--- src/rtl/bomberman_input_pkg.sv ---
// bomberman_input_pkg: key bit layout, per-channel state record and counter sizing shared by the input decoder
package bomberman_input_pkg;
  localparam int KEYS_PER_PLAYER = 5;
  localparam int KEY_UP = 0;
  localparam int KEY_DOWN = 1;
  localparam int KEY_LEFT = 2;
  localparam int KEY_RIGHT = 3;
  localparam int KEY_BOMB = 4;
  // armed direction keys, last-pressed flags (1 = right/down/y-axis) and registered outputs
  typedef struct packed {
    logic [3:0] act;
    logic       lx;
    logic       ly;
    logic       la;
    logic       xdir;
    logic       ydir;
    logic       xmov;
    logic       ymov;
    logic       mp;
    logic       bp;
  } chan_t;
  function automatic int cnt_width(input int a, input int b, input int c);
    int m;
    m = (a > b) ? a : b;
    m = (m > c) ? m : c;
    return $clog2(m + 1);
  endfunction
endpackage

--- src/rtl/player_input_channel.sv ---
// player_input_channel: one player's axis arbitration, move auto-repeat and bomb cooldown (DIAGONAL_LOCK_EN: single-axis movement)
module player_input_channel
  import bomberman_input_pkg::*;
#(
  parameter int REPEAT_DELAY  = 12,
  parameter int REPEAT_PERIOD = 6,
  parameter int BOMB_COOLDOWN = 25
) (
  input  logic                       clock,
  input  logic                       reset,
  input  logic                       enable,
  input  logic [KEYS_PER_PLAYER-1:0] key_i,
  output logic                       bomb_pulse_o,
  output logic                       xdir_o,
  output logic                       ydir_o,
  output logic                       xmov_o,
  output logic                       ymov_o,
  output logic                       move_pulse_o
);
  localparam int CW = cnt_width(REPEAT_DELAY, REPEAT_PERIOD, BOMB_COOLDOWN);
  typedef logic [CW-1:0] cnt_t;
  logic [KEYS_PER_PLAYER-1:0] prev_q, rise;
  logic [3:0] act;
  logic lx, ly, la, xa, ya, xm, ym, xd, yd, mv, chg, fire, bf;
  chan_t s_q, s_d;
  cnt_t rep_q, rep_d, cd_q, cd_d;
  // a key only steers movement once it has been seen rising while enabled, so keys held across a pause stay inert
  always_comb begin
    rise = key_i & ~prev_q;
    act = (s_q.act | rise[3:0]) & key_i[3:0];
    lx = rise[KEY_RIGHT] ? 1'b1 : rise[KEY_LEFT] ? 1'b0 : s_q.lx;
    ly = rise[KEY_DOWN] ? 1'b1 : rise[KEY_UP] ? 1'b0 : s_q.ly;
    la = (rise[KEY_UP] | rise[KEY_DOWN]) ? 1'b1 : (rise[KEY_LEFT] | rise[KEY_RIGHT]) ? 1'b0 : s_q.la;
    xa = act[KEY_LEFT] | act[KEY_RIGHT];
    ya = act[KEY_UP] | act[KEY_DOWN];
`ifdef DIAGONAL_LOCK_EN
    xm = xa & ~(ya & la);
    ym = ya & ~(xa & ~la);
`else
    xm = xa;
    ym = ya;
`endif
    xd = xm ? ((act[KEY_RIGHT] & act[KEY_LEFT]) ? lx : act[KEY_RIGHT]) : s_q.xdir;
    yd = ym ? ((act[KEY_DOWN] & act[KEY_UP]) ? ly : act[KEY_DOWN]) : s_q.ydir;
    mv = xm | ym;
    chg = mv & ({xm, xd, ym, yd} != {s_q.xmov, s_q.xdir, s_q.ymov, s_q.ydir});
    fire = chg | (mv & (rep_q <= cnt_t'(1)));
    rep_d = chg ? cnt_t'(REPEAT_DELAY) : !mv ? '0 : (rep_q <= cnt_t'(1)) ? cnt_t'(REPEAT_PERIOD) : rep_q - cnt_t'(1);
    bf = rise[KEY_BOMB] & (cd_q == '0);
    cd_d = bf ? cnt_t'(BOMB_COOLDOWN) : (cd_q == '0) ? '0 : cd_q - cnt_t'(1);
    s_d = '{act: act, lx: lx, ly: ly, la: la, xdir: xd, ydir: yd, xmov: xm, ymov: ym, mp: fire, bp: bf};
  end
  // prev_key tracks even while paused; everything else is cleared by pause
  always_ff @(posedge clock or posedge reset) begin
    if (reset) begin
      prev_q <= '0;
      s_q <= '0;
      rep_q <= '0;
      cd_q <= '0;
    end else begin
      prev_q <= key_i;
      s_q <= enable ? s_d : '0;
      rep_q <= enable ? rep_d : '0;
      cd_q <= enable ? cd_d : '0;
    end
  end
  assign bomb_pulse_o = s_q.bp;
  assign xdir_o = s_q.xdir;
  assign ydir_o = s_q.ydir;
  assign xmov_o = s_q.xmov;
  assign ymov_o = s_q.ymov;
  assign move_pulse_o = s_q.mp;
endmodule

--- src/rtl/move_command_decoder.sv ---
// move_command_decoder: per-player held-key to move/bomb command decoder (DIAGONAL_LOCK_EN selects single-axis movement)
module move_command_decoder
  import bomberman_input_pkg::*;
#(
  parameter int NUM_PLAYERS   = 2,
  parameter int REPEAT_DELAY  = 12,
  parameter int REPEAT_PERIOD = 6,
  parameter int BOMB_COOLDOWN = 25
) (
  input  logic                                   clock,
  input  logic                                   reset,
  input  logic                                   enable,
  input  logic [KEYS_PER_PLAYER*NUM_PLAYERS-1:0] key_held,
  output logic [NUM_PLAYERS-1:0]                 bomb_pulse,
  output logic [NUM_PLAYERS-1:0]                 xdir,
  output logic [NUM_PLAYERS-1:0]                 ydir,
  output logic [NUM_PLAYERS-1:0]                 xmov,
  output logic [NUM_PLAYERS-1:0]                 ymov,
  output logic [NUM_PLAYERS-1:0]                 move_pulse
);
  for (genvar p = 0; p < NUM_PLAYERS; p++) begin : g_ch
    player_input_channel #(
      .REPEAT_DELAY (REPEAT_DELAY),
      .REPEAT_PERIOD(REPEAT_PERIOD),
      .BOMB_COOLDOWN(BOMB_COOLDOWN)
    ) u_ch (
      .clock       (clock),
      .reset       (reset),
      .enable      (enable),
      .key_i       (key_held[KEYS_PER_PLAYER*p +: KEYS_PER_PLAYER]),
      .bomb_pulse_o(bomb_pulse[p]),
      .xdir_o      (xdir[p]),
      .ydir_o      (ydir[p]),
      .xmov_o      (xmov[p]),
      .ymov_o      (ymov[p]),
      .move_pulse_o(move_pulse[p])
    );
  end
endmodule

--- config.mk ---
export PLATFORM = sky130hd
export DESIGN_NAME = move_command_decoder
export DESIGN_NICKNAME = d
export VERILOG_FILES = /design/src/rtl/bomberman_input_pkg.sv /design/src/rtl/player_input_channel.sv /design/src/rtl/move_command_decoder.sv
export SDC_FILE = /design/constraint.sdc
export NUM_CORES = 1
export LEC_CHECK = 0
export CORE_MARGIN = 2
export CORE_UTILIZATION = 40
export CTS_CLUSTER_SIZE = 16
export DETAILED_ROUTE_END_ITERATION = 7
export PLACE_DENSITY = 0.64
export SLEW_MARGIN = 15
export SYNTH_ARGS = -nofsm -noshare
export SYNTH_HDL_FRONTEND = slang
export SYNTH_SLANG_ARGS = --single-unit
--- constraint.sdc ---
create_clock -name clock -period 2.6 [get_ports clock]
set_clock_uncertainty 0.1 [all_clocks]
set_input_delay 0.65 -clock clock [delete_from_list [all_inputs] [get_ports clock]]
set_output_delay 0.65 -clock clock [all_outputs]
set_load 0.1 [all_outputs]
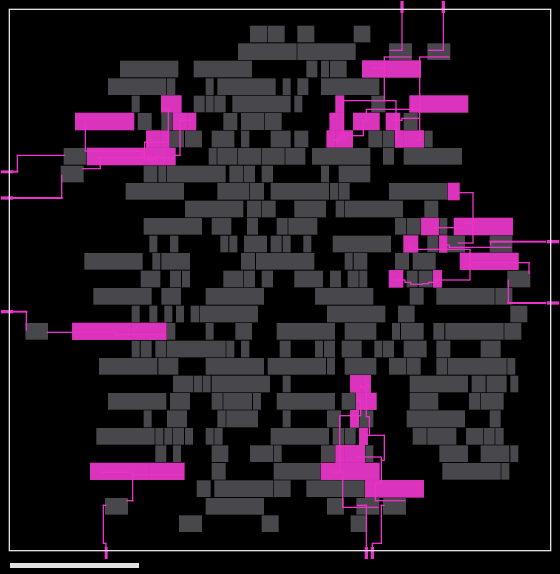
Fig. 1. Nets reached from selected ports (run 1).
Bar = 20 um.
[magenta] key_held | bits: 10 | direction: input | end cells: 40 | buffers: 11 | wire: 383 um

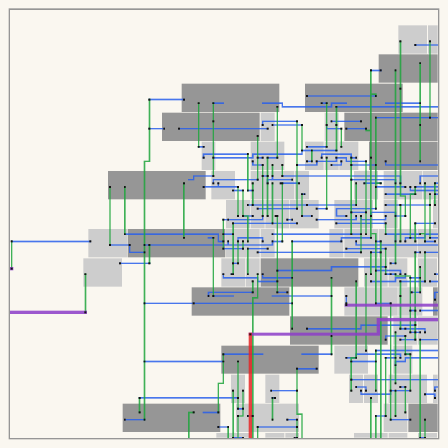
Fig. 2. Zoomed window (run 1).
Window x 1 to 41, y 43 to 83 um. Cells in gray, sequential cells in the stronger gray; small squares are vias.
[green] met2
[purple] met3
[red] met4
[blue] met1
cells with their middle in the window: 61
netlist names of flops here include: g_ch.u_ch.s_q (3), g_ch.u_ch.cd_q (2), g_ch.u_ch.prev_q (2)
sequential cells in the window: 13
most frequent: dfrtp_1 (13), nor2_1 (9), nand2b_1 (6)

==> out/metrics.yaml, run 1 <==
setup_path:
  critPathSlowestCell: "clkdlybuf4s50_1"
  path_delay_family: "simple AND/OR/NAND/NOR gates"
finish:
  area_growth_pct: 13.7
  layout.area.comb_um2: 1030
  fin_area_um2: 2910
placed_design:
  dp.cells: 347
pwr:
  total_leakage_power_nw: 1.35
  pwr-share-clk: 0.226
  p_comb_frac: 0.299
final_timing:
  period_minus_slack_ns: 2.24
  drv_slew: 0
clock_network:
  h-tree-depth: 2
hold_path:
  hold_depth: 1
  hp-class: "flop to flop"
detailed_routing:
  drc: 0
  routed-wl-met3_um: 142
  ant_nets: 0
yosys:
  topCellsByArea: "dfrtp_1, nor2_1, nand2b_1"
  ys_cells: 255
  synthArstFlopShare: 1.00
run_status:
  status: "finished clean"
grt:
  grt_use_total: 0.134
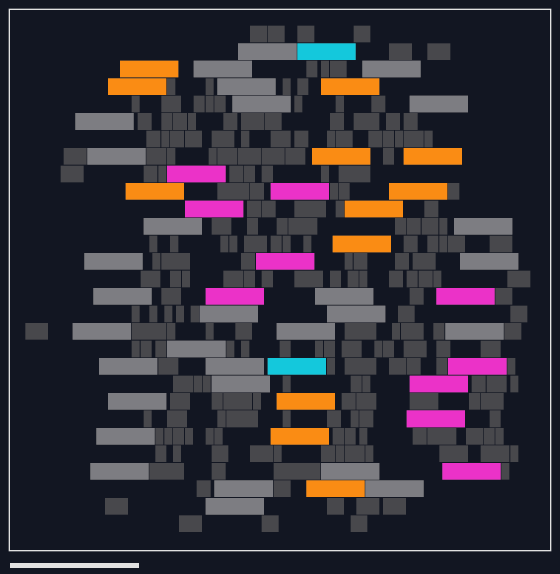
Fig. 3. Sequential cells colored by netlist name (run 1).
Bar = 20 um. Other sequential cells in the stronger gray, the rest of the logic in the fainter gray.
[orange] g_ch.u_ch.s_q | flops: 12
[magenta] g_ch.u_ch.rep_q | flops: 10
[cyan] g_ch.u_ch.xmov_o | flops: 2
not colored: 30

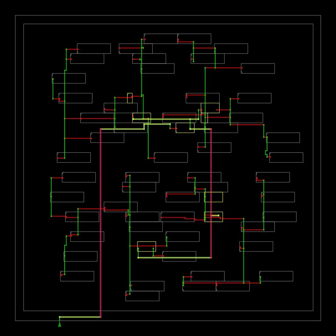
Fig. 4. The clock network (run 1).
flop count: 54
Power Clock: 0.479 mW
clock buffer count from CTS: 5

==> run 1: cells in the mapped netlist, drive strengths merged, types with 3 or more instances <==
cell	number
dfrtp	54
nor2	40
inv	19
a21oi	18
nand2b	16
buf	12
nand2	10
nor3	9
o21ai	9
ha	6
nor2b	6
xnor2	6
a31oi	3
mux2i	3
or3	3
xor2	3
==> run 1: sequential cells by signal, summed over array words and instances, names as in the netlist <==
register,flops
g_ch.u_ch.move_pulse_o,2
g_ch.u_ch.prev_q,10
g_ch.u_ch.xdir_o,2
g_ch.u_ch.ymov_o,2
g_ch.u_ch.ydir_o,2
g_ch.u_ch.rep_q,10
g_ch.u_ch.bomb_pulse_o,2
g_ch.u_ch.s_q,12
g_ch.u_ch.xmov_o,2
g_ch.u_ch.cd_q,10
==> run 1: layout make-up <==
type / count / area share
clock buffer: 7 / 0.0297
clock inverter: 1 / 0.00172
inverter: 20 / 0.0258
multi-input combinational: 167 / 0.356
sequential: 54 / 0.465
tap: 77 / 0.0331
timing repair buffer: 29 / 0.0895
==> run 1: worst min path at each step <==
stage | start | to
global route | g_ch[0].u_ch.rep_q[0] | g_ch[0].u_ch.rep_q[0]
detailed placement | g_ch[0].u_ch.rep_q[0] | g_ch[0].u_ch.rep_q[0]
global placement | g_ch[1].u_ch.rep_q[0] | g_ch[1].u_ch.rep_q[0]
floorplan | g_ch[0].u_ch.rep_q[0] | g_ch[0].u_ch.rep_q[0]
finish | g_ch[0].u_ch.rep_q[0] | g_ch[0].u_ch.rep_q[0]
CTS | g_ch[0].u_ch.rep_q[0] | g_ch[0].u_ch.rep_q[0]
==> run 1: through the flow <==
stage,power (mW),hold slack [ns],util
after global placement,1.65,0.409,0.449
after floorplan,1.54,0.382,-
after detailed placement,1.66,0.408,0.449
final,2.12,0.421,0.463
after global routing,2.26,0.456,0.463
after CTS,2.14,0.422,0.463
==> run 1: power by group through the flow <==
stage | Clock [mW] | Combinational [mW] | Sequential [mW]
2_1_floorplan | 0 | 0.536 | 1.00
3_3_place_gp | 0 | 0.634 | 1.02
3_5_place_dp | 0 | 0.640 | 1.02
4_1_cts | 0.493 | 0.642 | 1.01
5_1_grt | 0.534 | 0.704 | 1.02
6_report | 0.479 | 0.634 | 1.00
==> run 1: per-layer routing <==
metal | global-route usage | up-vias
li1 | - | 906
met1 | 0.173 | 864
met2 | 0.212 | 26
met3 | 0.0376 | 5
met4 | 0.0572 | 0
met5 | 0 | -
==> run 1: cells by family (layout without fill, tap and decap cells) <==
| family | count (synthesis) | count (layout) | synth area share |
|---|---|---|---|
| and+or+nand+nor | 98 | 98 | 0.200 |
| DFF | 54 | 54 | 0.528 |
| AOI/OAI and AO/OA | 51 | 51 | 0.133 |
| buffers and inverters | 34 | 57 | 0.0675 |
| xor gates and xnor gates | 9 | 9 | 0.0308 |
| adders and majority gates | 6 | 6 | 0.0293 |
| muxes | 3 | 3 | 0.0117 |
==> run 1: placed cells by master (no fill, tap or decap), types with 9 or more instances in the layout <==
cell              n
dfrtp_1          54
nor2_1           40
inv_1            18
a21oi_1          18
nand2b_1         16
buf_4            16
clkdlybuf4s50_1  12
nand2_1          10
o21ai_0           9
nor3_1            9
Fig. 5: run 1, routed metal, one color a layer
Only two layers are drawn.
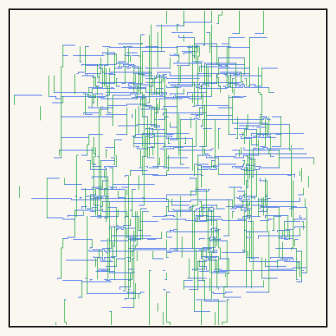

==> run 1 -> run 2 <==
--- a/config.mk
+++ b/config.mk
@@ -9,6 +9,7 @@
 export CORE_UTILIZATION = 40
 export CTS_CLUSTER_SIZE = 16
 export DETAILED_ROUTE_END_ITERATION = 7
+export GPL_ROUTABILITY_DRIVEN = 0
 export PLACE_DENSITY = 0.64
 export SLEW_MARGIN = 15
 export SYNTH_ARGS = -nofsm -noshare
==> constraint.sdc (replaced) <==
create_clock -name clock -period 2.3 [get_ports clock]
set_clock_uncertainty 0.1 [all_clocks]
set_input_delay 0.575 -clock clock [delete_from_list [all_inputs] [get_ports clock]]
set_output_delay 0.575 -clock clock [all_outputs]
set_load 0.1 [all_outputs]
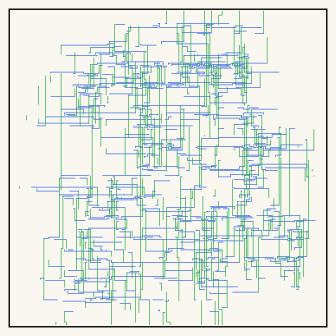
Fig. 6. Routed metal, one color a layer (run 2).
Only two layers are drawn.
[blue] met1 | wire length: 2190 um
[green] met2 | wire length: 2250 um

==> out/metrics.yaml, run 2 <==
yosys:
  most_common_cell: "dfrtp_1"
  synth_cell_types: 44
  synthArstFlopShare: 1.00
  synth_nets: 274
  top_cells_by_count: "dfrtp_1, nor2_1, inv_1"
  topCellsByArea: "dfrtp_1, nor2_1, nand2b_1"
die:
  fp.dieW_um: 84.0
finish:
  mostFrequentLayoutCell: "dfrtp_1"
  layout.area.comb_um2: 1030
  largest_reg_flops: 12
  area_growth_pct: 19.6
  layout_top_cells: "dfrtp_1, nor2_1, buf_4, inv_1, a21oi_1"
final_timing:
  slew-limit-headroom: 0.649
  rsz0062_at_grt: "no"
  setup_violations: 0
  drv_slew: 0
setup_path:
  critPathSlowestCell: "clkdlybuf4s50_1"
  arrival_ns: 2.15
  path_delay_family: "AND-OR/OR-AND gates"
detailed_routing:
  ant_nets: 0
  drc: 0
  vias: 1846
grt:
  grt_use_total: 0.146
pwr:
  switchingPower_mw: 0.825
  p_comb_frac: 0.279
  intPower_mw: 1.82
  ir_worst_vdd_v: 0.000374
  pwr-share-clk: 0.291
  total_leakage_power_nw: 1.45
run_status:
  status: "finished clean"
placed_design:
  io_buffers: 24
clock_network:
  cts_made_buffers: 5
  h-tree-depth: 2
hold_path:
  hp-class: "flop to flop"
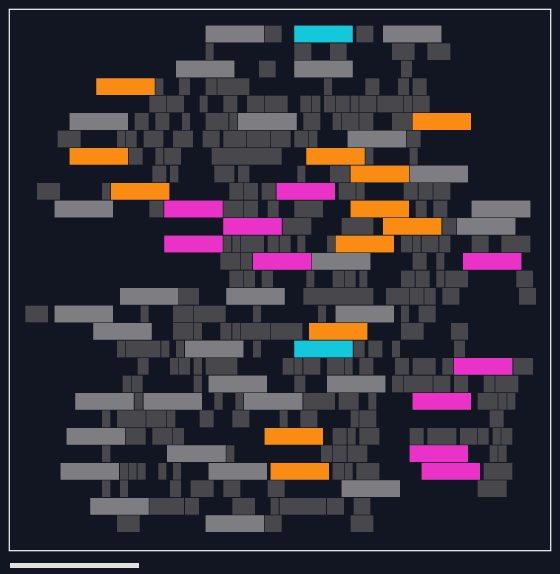
Fig. 7. Sequential cells colored by netlist name (run 2).
Bar = 20 um. Other sequential cells in the stronger gray, the rest of the logic in the fainter gray.
[magenta] g_ch.u_ch.rep_q | flops: 10
[orange] g_ch.u_ch.s_q | flops: 12
[cyan] g_ch.u_ch.xmov_o | flops: 2

run 2: cell types whose count changed in the layout (fill, tap and decap cells not counted), sizes merged:
cell / previous run / this run
clkdlybuf4s50: 12 / 11
buf: 17 / 30
clkbuf: 7 / 6
dlymetal6s2s: 0 / 1
bufinv: 0 / 2
clkinv: 2 / 1
run 2: kinds of logic (layout without fill, tap and decap cells):
group                      after synthesis  after routing  share of synthesized area
AOI/OAI and AO/OA                       51             51                      0.133
xor gates and xnor gates                 9              9                     0.0308
adders and majority gates                6              6                     0.0293
buffers and inverters                   34             70                     0.0675
DFF                                     54             54                      0.528
muxes                                    3              3                     0.0117
and+or+nand+nor                         98             98                      0.200
run 2: area by class of cell:
| type | instances | area share |
|---|---|---|
| Sequential cell | 54 | 0.442 |
| Multi-Input combinational cell | 167 | 0.338 |
| Tap cell | 77 | 0.0315 |
| Clock buffer | 6 | 0.0270 |
| Timing Repair Buffer | 42 | 0.118 |
| Clock inverter | 2 | 0.0196 |
| Inverter | 20 | 0.0245 |
run 2: final timing paths:
kind	depth (start not counted)	endpoint	from
setup / recovery	5	g_ch[1].u_ch.rep_q[0]	key_held[7]
hold / removal	1	g_ch[0].u_ch.rep_q[0]	g_ch[0].u_ch.rep_q[0]
setup reg to reg	5	g_ch[1].u_ch.rep_q[0]	g_ch[1].u_ch.prev_q[0]
hold reg to reg	1	g_ch[0].u_ch.rep_q[0]	g_ch[0].u_ch.rep_q[0]
max in group asynchronous	3	g_ch[1].u_ch.prev_q[2]	reset
min in group asynchronous	3	g_ch[0].u_ch.bomb_pulse_o	reset
run 2: what timing repair did:
action	in CTS	in global routing
hold endpoints to repair	0	0
hold buffers	0	0
gates resized	0	1
setup endpoints to repair	0	1
run 2: metal layers:
layer,part of all wire,GRT usage,vias up
met4,0.011,0.0484,0
met1,0.47,0.179,884
met3,0.028,0.0297,6
met5,0,0,-
met2,0.49,0.257,21
li1,-,-,935
run 2: power by group through the flow:
stage / combinational (mW) / sequential [mW] / clock, mW
after floorplan: 0.605 / 1.13 / 0
after global placement: 0.735 / 1.15 / 0
after detailed placement: 0.746 / 1.15 / 0
after CTS: 0.748 / 1.14 / 0.796
after global routing: 0.830 / 1.15 / 0.823
final: 0.737 / 1.13 / 0.770
run 2: worst reg2reg max path, stage by stage, from the launching register on:
cell and delay, ns:
dfrtp_1 0.41, nor2b_1 0.15, or3_1 0.31, a222oi_1 0.36, nand4_1 0.23, nor4_1 0.26
run 2: through the flow:
stage          hold WS [ns]  utilization  std cells  power [mW]  cell area [um2]
2_1_floorplan         0.382            -        255        1.74             2560
3_3_place_gp          0.410        0.464        360        1.89             2920
3_5_place_dp          0.413        0.464        360        1.90             2920
4_1_cts               0.425        0.487        368        2.68             3060
5_1_grt               0.429        0.488        368        2.80             3060
6_report              0.423        0.488        368        2.64             3060
No activity file was given, so power comes from the tool's default toggle rates.
